==> config.mk <==
export PLATFORM = sky130hd
export DESIGN_NAME = guest_parking_exit
export DESIGN_NICKNAME = d
export VERILOG_FILES = /design/src/rtl/guest_parking_exit.sv
export SDC_FILE = /design/constraint.sdc
export NUM_CORES = 1
export LEC_CHECK = 0
export CAP_MARGIN = 20
export CORE_ASPECT_RATIO = 1.25
export CORE_MARGIN = 1.5
export CORE_UTILIZATION = 45
export CTS_BUF_LIST = sky130_fd_sc_hd__clkbuf_4
export DETAILED_ROUTE_END_ITERATION = 10
export GPL_TIMING_DRIVEN = 0
export PLACE_DENSITY = 0.75
export SETUP_SLACK_MARGIN = 0.5
export SLEW_MARGIN = 10
export SYNTH_ARGS = -nofsm -noshare
export SYNTH_HDL_FRONTEND = slang
export SYNTH_SLANG_ARGS = --single-unit
export TNS_END_PERCENT = 10
==> constraint.sdc <==
create_clock -name clk -period 2.73 [get_ports clk]
set_input_delay 0.273 -clock clk [delete_from_list [all_inputs] [get_ports clk]]
set_output_delay 0.273 -clock clk [all_outputs]
set_load 0.03 [all_outputs]
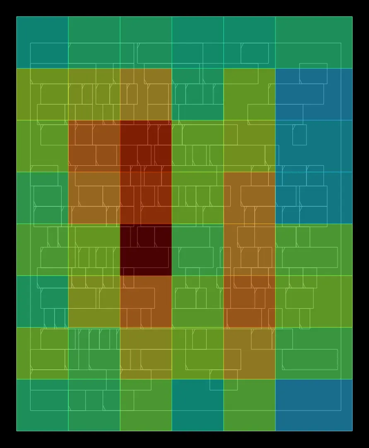
final_congestion.png
busiest layer in global routing: met2
average routed wire per standard cell: 13.2 um
Total Routing Usage GR: 18.0%

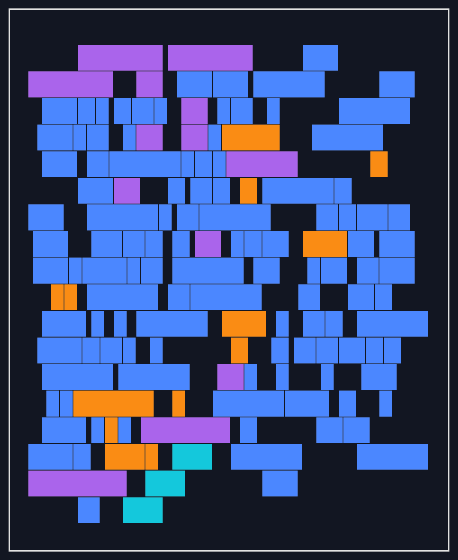
drive_strength.png
Cyan stands for drive 6 and up, cells 3, share 2.1%. Blue stands for drive 1 or less, cells 112, share 79%. Purple stands for drive 3 to 4, cells 13, share 9.2%. Orange stands for drive 2, cells 13, share 9.2%.
fin area: 1320 sq um
Non-CTS buffers: 27
setup ws final: -0.661 ns
Area Overhead vs Synth: 34.2%

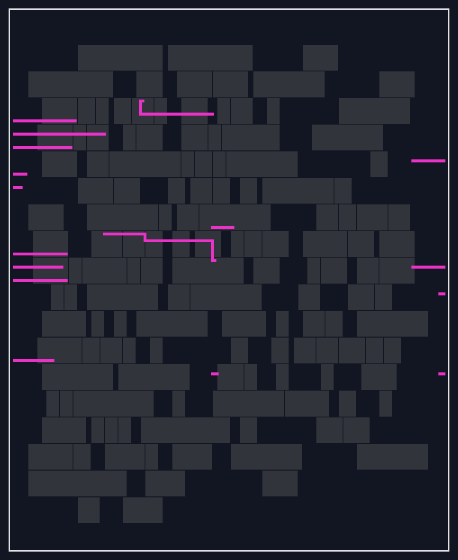
met3.png
14 nets have wire on it. The layer holds 3.5% of the routed length. The layer carries 74.8 um of wire. The wires run mostly horizontal. The longest straight run is 9.20 um.
final wirelength: 2.13 mm
M3 GR Usage: 3.92%

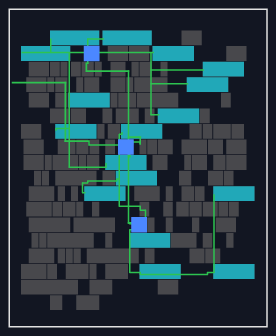
clock_map.png
Blue stands for cells driving clock nets, count 3. Cyan stands for flip-flops, count 17. Green stands for clock wires, length 237 um.
There are 4 routed clock nets.
Clock power frac: 23.2%
Clk power: 141 uW
Clock Latency Late Sink: 0.30 ns
Worst Skew: 0.00567 ns

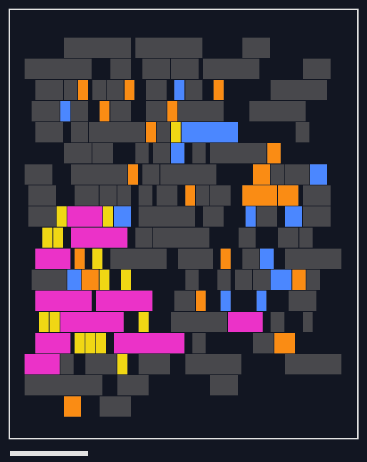
gate_families.png
The bar under the picture is 10 um long.
Blue stands for NAND gates, cells 13, most used nand2_1. Orange stands for NOR gates, cells 19, most used nor2_1. Yellow stands for inverters, cells 15, most used inv_1. Magenta stands for adder and majority cells, cells 10, most used ha_1.
final std cells w/o fill: 161
Top cell excl fill/tap: clkdlybuf4s50_1
Comb area share: 45.9%

==> notes.md <==
run results: first-pass GRT wire length=3.39 mm, Clock transition at path regs=0.10 ns, CP endpoint kind=output pin, xor/xnor share=2.55%, CP delay by family, top=adder cells, Power Dens Cells=461 nW/um^2, # clock sinks=17, Mux area share=0%, max cap viols=0, Synth flops=17, Total Power=607 uW, Async SR Flop Fraction=0%, slowest stage delay, CP=0.54 ns, failing checks=setup timing, met1 WL=946 um, FP Rows=18, Initial Util=48.4%, post-CTS sizing=19, TNS Setup=-2.00 ns, vias in the first global route=859, met3 wire length=74 um, stages on the worst setup path=10, critical path buffer and inverter count=4, status=finished with violations, CTS tree=done, initial antenna violation count=0, RSZ-0062 raised after global routing=yes, crit path max-delay cell type=fa_1, Placed Cells=153, CP arrival=3.12 ns, yosys stat area=981 sq um, # port buffers=20, Worst Hold Class=flip-flop to flip-flop, Slew headroom=70.2%, DR iter-0 viols=16, Die Span X=44.8 um, Global Route met2 Usage=30.6%, die area=2470 sq um, # setup viols final=4, share of cells above drive strength 1=20.6%, setup ws final=-0.661 ns, height of the chip=55.2 um, Tcrit/Tclk final=124%, top sig layer=met4, final RePlAce weighted congestion=0.849, largest net degree at the start of global routing=11, slew at the pin closest to its max-slew limit=0.447 ns, Final Hold Fails=0, Longest Clk Path Bufs=2, Final HPWL DP=1.51 mm, Dominant comb cell=simple AND/OR/NAND/NOR gates, Cell Area, Placed=1240 sq um, htree depth=1, ys cells=113, Via Count=876, core area=2030 sq um, NumNets Final=157, crit path DRT=2.46 ns, Post-DRT Antenna Nets=0, worst hold slack=0.529 ns, Synth Area per Inst=8.68 sq um, Yosys warnings=0, FMAX=0.295 GHz, met2 wire length=1.07 mm, Commonest flop=dfxtp_1, post-synthesis sequential area ratio=34.7%, flip-flops with a built-in enable=0, Crit Path Max Fanout=4
power breakdown:
part | switching (mW) | total (mW) | internal [mW]
registers | 0.00924 | 0.264 | 0.255
logic | 0.111 | 0.202 | 0.0914
clock network | 0.0860 | 0.141 | 0.0548
cells in the mapped netlist (3+ instances only):
cell	n	area (sq um)
dfxtp_1	17	340
inv_1	15	56.3
nor2_1	11	41.3
o21ai_1	9	45.0
o22ai_1	7	43.8
ha_1	6	75.1
a21oi_1	5	25.0
nand2_1	5	18.8
fa_1	4	80.1
nand3_1	3	15.0
area by class of cell:
class                      count  share of cell area, %
multi-input combinational     78                   45.9
sequential                    17                   26.7
timing repair buffer          24                   18.1
inverter                      15                   4.28
tap                           20                   1.90
clock buffer                   3                   1.71
buffer                         3                   1.05
clock inverter                 1                  0.380
No activity file was given, so power comes from the tool's default toggle rates.
